placement.png
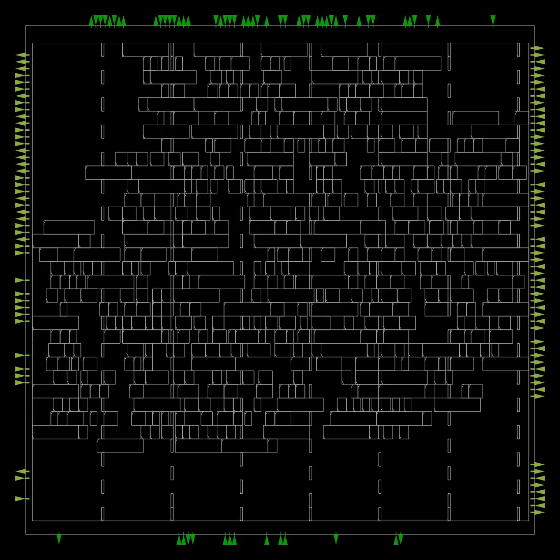
placement_by_type.png
Bar = 20 um. Fill, decap, tap and diode cells in grey.
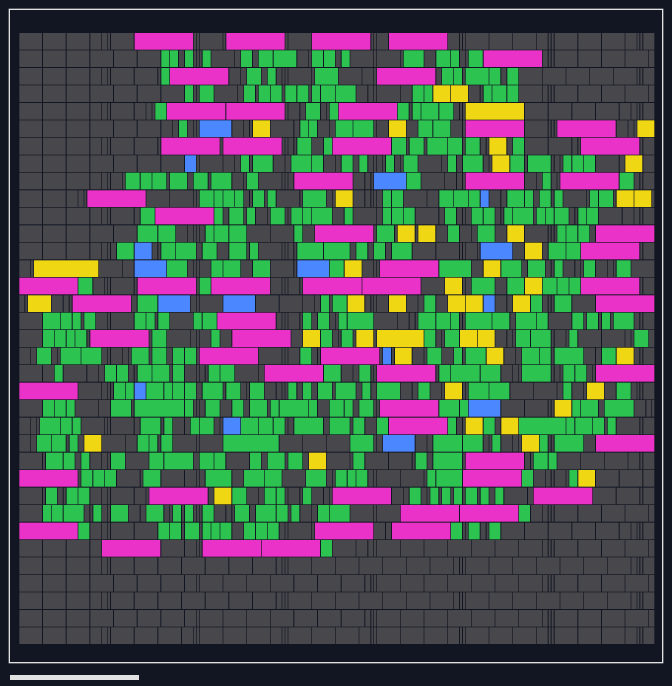
clk_routes.png
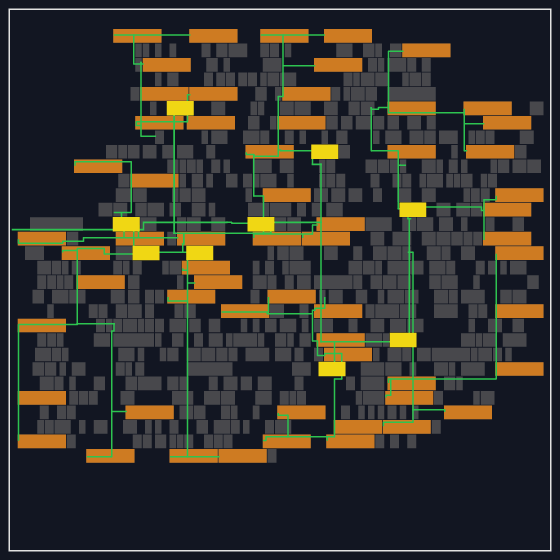
power_grid.png
Pins as bars on the die edge. Tap cells in grey.
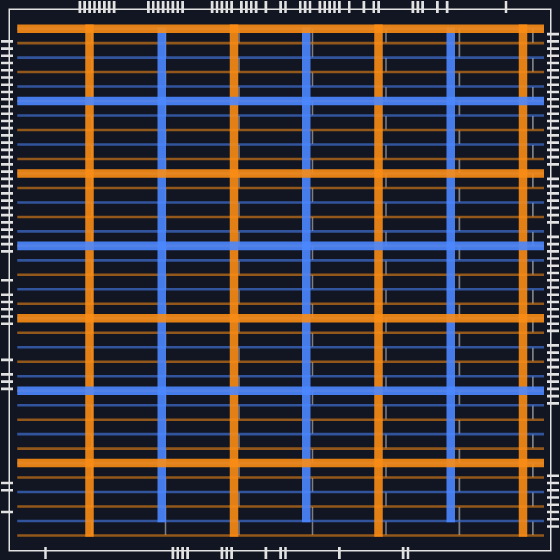
### config.mk
export PLATFORM = sky130hd
export DESIGN_NAME = mstr0_frame_writer_flat
export DESIGN_NICKNAME = d
export VERILOG_FILES = /design/src/rtl/mstr0_frame_writer_if.sv /design/src/rtl/mstr0_frame_writer.sv /design/src/flat_wrapper.sv
export SDC_FILE = /design/constraint.sdc
export NUM_CORES = 1
export LEC_CHECK = 0
export CAP_MARGIN = 30
export CORE_UTILIZATION = 42
export DETAILED_ROUTE_END_ITERATION = 12
export DONT_BUFFER_PORTS = 1
export PLACE_DENSITY = 0.68
export SKIP_LAST_GASP = 1
export SLEW_MARGIN = 20
export SYNTH_ARGS = -nofsm -noshare
export SYNTH_HDL_FRONTEND = slang
export SYNTH_SLANG_ARGS = --single-unit
### constraint.sdc
create_clock -name clk -period 2.6 [get_ports clk]
set_clock_uncertainty 0.1 [all_clocks]
set_input_delay 0.39 -clock clk [delete_from_list [all_inputs] [get_ports clk]]
set_output_delay 0.39 -clock clk [all_outputs]
set_load 0.01 [all_outputs]
### src/rtl/mstr0_frame_writer_if.sv
// Memory-side burst write bus (req/gnt address phase, we/ack data beats) of the frame writer.
interface mstr0_frame_writer_if #(
   parameter int DW = 32,
   parameter int AW = 32,
   parameter int LW = 4
);
   logic          bus_req;
   logic          bus_gnt;
   logic [AW-1:0] bus_addr;
   logic [LW-1:0] bus_len;
   logic          bus_we;
   logic [DW-1:0] bus_wdata;
   logic          bus_last;
   logic          bus_ack;

   modport master (
      output bus_req, bus_addr, bus_len, bus_we, bus_wdata, bus_last,
      input  bus_gnt, bus_ack
   );

   modport slave (
      input  bus_req, bus_addr, bus_len, bus_we, bus_wdata, bus_last,
      output bus_gnt, bus_ack
   );
endinterface

### src/rtl/mstr0_frame_writer.sv
// Drains a show-ahead FIFO into memory as a linear frame of bursts (1 cycle start->req, gnt->beat; pop is
// combinational on we&ack, FIFO underrun stalls the burst). MSTR0_FRAME_CHECKSUM_EN adds frame_sum.
module mstr0_frame_writer #(
   parameter int DW        = 32,
   parameter int AW        = 32,
   parameter int CW        = 16,
   parameter int BURST_LEN = 8
) (
   input  logic          clk,
   input  logic          rst_n,
   input  logic          start,
   input  logic [AW-1:0] base_addr,
   input  logic [CW-1:0] frame_words,
   input  logic          data_valid,
   input  logic [DW-1:0] mstr0_data,
   output logic          mstr0_ready,
   mstr0_frame_writer_if.master bus,
   output logic          busy,
   output logic          done
`ifdef MSTR0_FRAME_CHECKSUM_EN
   ,
   output logic [DW-1:0] frame_sum
`endif
);

   localparam int            LW    = $clog2(BURST_LEN + 1);
   localparam logic [AW-1:0] BYTES = AW'(DW / 8);

   typedef enum logic [1:0] {IDLE, REQ, BURST, DONE} state_t;

   state_t        state;
   logic [AW-1:0] addr_q;
   logic [CW-1:0] rem_q;
   logic [LW-1:0] beat_cnt;
   logic [LW-1:0] len_q;
   logic          done_q;
   logic          we;
   logic          beat_ok;
   logic          last_beat;
   logic [CW-1:0] rem_dec;

   function automatic logic [LW-1:0] min_len(input logic [CW-1:0] r);
      if (r >= CW'(BURST_LEN))
         return LW'(BURST_LEN);
      else
         return LW'(r);
   endfunction

   assign we        = (state == BURST) && data_valid;
   assign beat_ok   = we && bus.bus_ack;
   assign last_beat = (beat_cnt == len_q - LW'(1));
   assign rem_dec   = rem_q - CW'(1);

   assign bus.bus_req   = (state == REQ) && data_valid;
   assign bus.bus_addr  = addr_q;
   assign bus.bus_len   = len_q;
   assign bus.bus_we    = we;
   assign bus.bus_wdata = mstr0_data;
   assign bus.bus_last  = we && last_beat;
   assign mstr0_ready   = beat_ok;
   assign busy          = (state != IDLE);
   assign done          = done_q;

   // len_q is loaded whenever a new burst becomes pending so it stays stable from request to last beat.
   always_ff @(posedge clk or negedge rst_n) begin
      if (!rst_n) begin
         state    <= IDLE;
         addr_q   <= '0;
         rem_q    <= '0;
         beat_cnt <= '0;
         len_q    <= '0;
         done_q   <= 1'b0;
`ifdef MSTR0_FRAME_CHECKSUM_EN
         frame_sum <= '0;
`endif
      end else begin
         done_q <= (state == DONE);
         case (state)
            IDLE: begin
               if (start) begin
                  addr_q <= base_addr;
                  rem_q  <= frame_words;
                  len_q  <= min_len(frame_words);
`ifdef MSTR0_FRAME_CHECKSUM_EN
                  frame_sum <= '0;
`endif
                  state  <= (frame_words == '0) ? DONE : REQ;
               end
            end
            REQ: begin
               if (bus.bus_req && bus.bus_gnt) begin
                  beat_cnt <= '0;
                  state    <= BURST;
               end
            end
            BURST: begin
               if (beat_ok) begin
                  rem_q <= rem_dec;
`ifdef MSTR0_FRAME_CHECKSUM_EN
                  frame_sum <= frame_sum + mstr0_data;
`endif
                  if (last_beat) begin
                     addr_q   <= addr_q + AW'(len_q) * BYTES;
                     beat_cnt <= '0;
                     len_q    <= min_len(rem_dec);
                     state    <= (rem_dec == '0) ? DONE : REQ;
                  end else begin
                     beat_cnt <= beat_cnt + LW'(1);
                  end
               end
            end
            DONE:    state <= IDLE;
            default: state <= IDLE;
         endcase
      end
   end

endmodule
### src/flat_wrapper.sv
// flat-port wrapper written by rule: the top's interface ports become plain ports
module mstr0_frame_writer_flat 
#(
   parameter int DW        = 32,
   parameter int AW        = 32,
   parameter int CW        = 16,
   parameter int BURST_LEN = 8
)
  (clk, rst_n, start, base_addr, frame_words, data_valid, mstr0_data, mstr0_ready, busy, done, bus_bus_req, bus_bus_addr, bus_bus_len, bus_bus_we, bus_bus_wdata, bus_bus_last, bus_bus_gnt, bus_bus_ack);
  mstr0_frame_writer_if #(.DW(DW), .AW(AW)) bus_i ();
  input  logic clk;
  input  logic rst_n;
  input  logic start;
  input  logic [AW-1:0] base_addr;
  input  logic [CW-1:0] frame_words;
  input  logic data_valid;
  input  logic [DW-1:0] mstr0_data;
  output logic mstr0_ready;
  output logic busy;
  output logic done;
  output wire logic [$bits(bus_i.bus_req)-1:0] bus_bus_req;
  output wire logic [$bits(bus_i.bus_addr)-1:0] bus_bus_addr;
  output wire logic [$bits(bus_i.bus_len)-1:0] bus_bus_len;
  output wire logic [$bits(bus_i.bus_we)-1:0] bus_bus_we;
  output wire logic [$bits(bus_i.bus_wdata)-1:0] bus_bus_wdata;
  output wire logic [$bits(bus_i.bus_last)-1:0] bus_bus_last;
  input wire logic [$bits(bus_i.bus_gnt)-1:0] bus_bus_gnt;
  input wire logic [$bits(bus_i.bus_ack)-1:0] bus_bus_ack;
  assign bus_bus_req = bus_i.bus_req;
  assign bus_bus_addr = bus_i.bus_addr;
  assign bus_bus_len = bus_i.bus_len;
  assign bus_bus_we = bus_i.bus_we;
  assign bus_bus_wdata = bus_i.bus_wdata;
  assign bus_bus_last = bus_i.bus_last;
  assign bus_i.bus_gnt = bus_bus_gnt;
  assign bus_i.bus_ack = bus_bus_ack;
  mstr0_frame_writer #(.DW(DW), .AW(AW), .CW(CW), .BURST_LEN(BURST_LEN)) u_core (.clk(clk), .rst_n(rst_n), .start(start), .base_addr(base_addr), .frame_words(frame_words), .data_valid(data_valid), .mstr0_data(mstr0_data), .mstr0_ready(mstr0_ready), .bus(bus_i), .busy(busy), .done(done));
endmodule
==> CHANGELOG.md <==
### Physical design

* CP peak stage delay at around 0.58 ns
* Worst slack at placement at -0.001015 ns
* Number of fillers in the final layout at 909
* Ports placed on the boundary at 160
* Worst-case reg-to-reg path depth at 10
* #FFs+latches synth at between 50 and 60
* Final tally of setup violations at 0
* Residual antenna-violating net count after detailed routing at 0
* Number of multi-input combinational cells at about 380
* Routed wire length on met3 at 1089 um
* Final HPWL from detailed placement at 8479 um
* Power after layout at 5.535 mW
* Net count entering floorplan at 607
* Avg Vias per Cell at 6.187
* Layout clock buffer count at 11
* Vias in the first global route at slightly below 4k
* Total negative slack for setup checks at 0 ns
* Number of cells on the worst hold path at 2
* Most frequent standard cell in the layout excluding fill and tap cells: sky130_fd_sc_hd__dfrtp_1
* Synth cell count leaders: sky130_fd_sc_hd__dfrtp_1, sky130_fd_sc_hd__a21oi_1, sky130_fd_sc_hd__nand2_1
* First drt pass iteration count at 5
* Core Util at FP at 44.09%
* Outcome: complete, no violations
* Well-tap cell count at 129
* Number of buffers inserted during clock tree synthesis at 9
* R2R Setup Slk at 0.11 ns
* Number of ordinary and repair buffers in the finished layout at 45
* Hold Slack at 0.05881 ns
* P per Cell Area at 1215 mW/mm^2
* Sequential fraction of design power at about a third
* GR Util All Layers at about a quarter
* Startpoint of the most critical register-to-register path: u_core.bus.bus_len[1]
* Buffer and inverter count on the worst path at 3
* Leakage power figure at 1.800 nW
* Via Count at 3966
* Count of library flops with an enable pin at 0
* Period utilization at 95.85%
* Pin count of the biggest net entering global routing at around 60
* Register area at 0.001476 sq mm
* Sw Pwr at around 2.7 mW
-- placement.png (at the start) --
non-filler instance count after layout: 641
share of cell area taken by flip-flops and latches: 32.42%
number of rows in the core area: 35
number of sequential cells in the layout: 59
CORE AREA: 0.009415 sq mm

-- placement_by_type.png (at the start) --
[flops] magenta | cells: 59
[combinational and other logic] green | cells: 392
[clock drivers and dummy loads] blue | cells: 16
[other buffers and delay cells] yellow | cells: 45
area of all placed cells without fillers: 0.004554 sq mm
utilization after layout: 48.37%

-- clk_routes.png (at the start) --
[clock wires] green | length: 857 um
[flip-flops] orange | count: 59
[clock drivers] yellow | count: 9
flops lie: all over the die
routed clock nets: 10
reported clock group power: 0.727 mW
part of the total power dissipated in the clock network: 13.1%
Insertion Delay late pin: 0.35 ns

-- power_grid.png (at the start) --
[VSS] orange
[VDD] blue
met5 straps: 7
met4 straps: 7
signal pins: 160
met1 rails: 36
tap cells: 129
die width: 101.4 um
die boundary height: 101.4 um
maximum vdd ir drop: 0.5840 mV

-- power by group through the flow --
stage	clock network, mW	registers [mW]	logic [mW]
floorplan	0	1.81	1.97
global placement	0	1.89	2.68
detailed placement	0	1.91	2.76
CTS	0.741	1.89	2.79
global route	0.775	1.97	3.20
finish	0.727	1.90	2.91
-- timing repair --
action	in CTS	in global routing
pin swaps	0	1
buffers inserted	0	1
hold endpoints to repair	59	0
gates cloned	0	1
setup endpoints to repair	1	13
hold buffers	2	0
resized	1	8
-- registers in the layout, summed over array words and instances, names as in the netlist --
name,count
u_core.bus.bus_addr,32
u_core.rem_q,16
u_core.beat_cnt,4
u_core.bus.bus_len,4
u_core.state,2
u_core.done,1
Power and IR drop assume default switching activity.
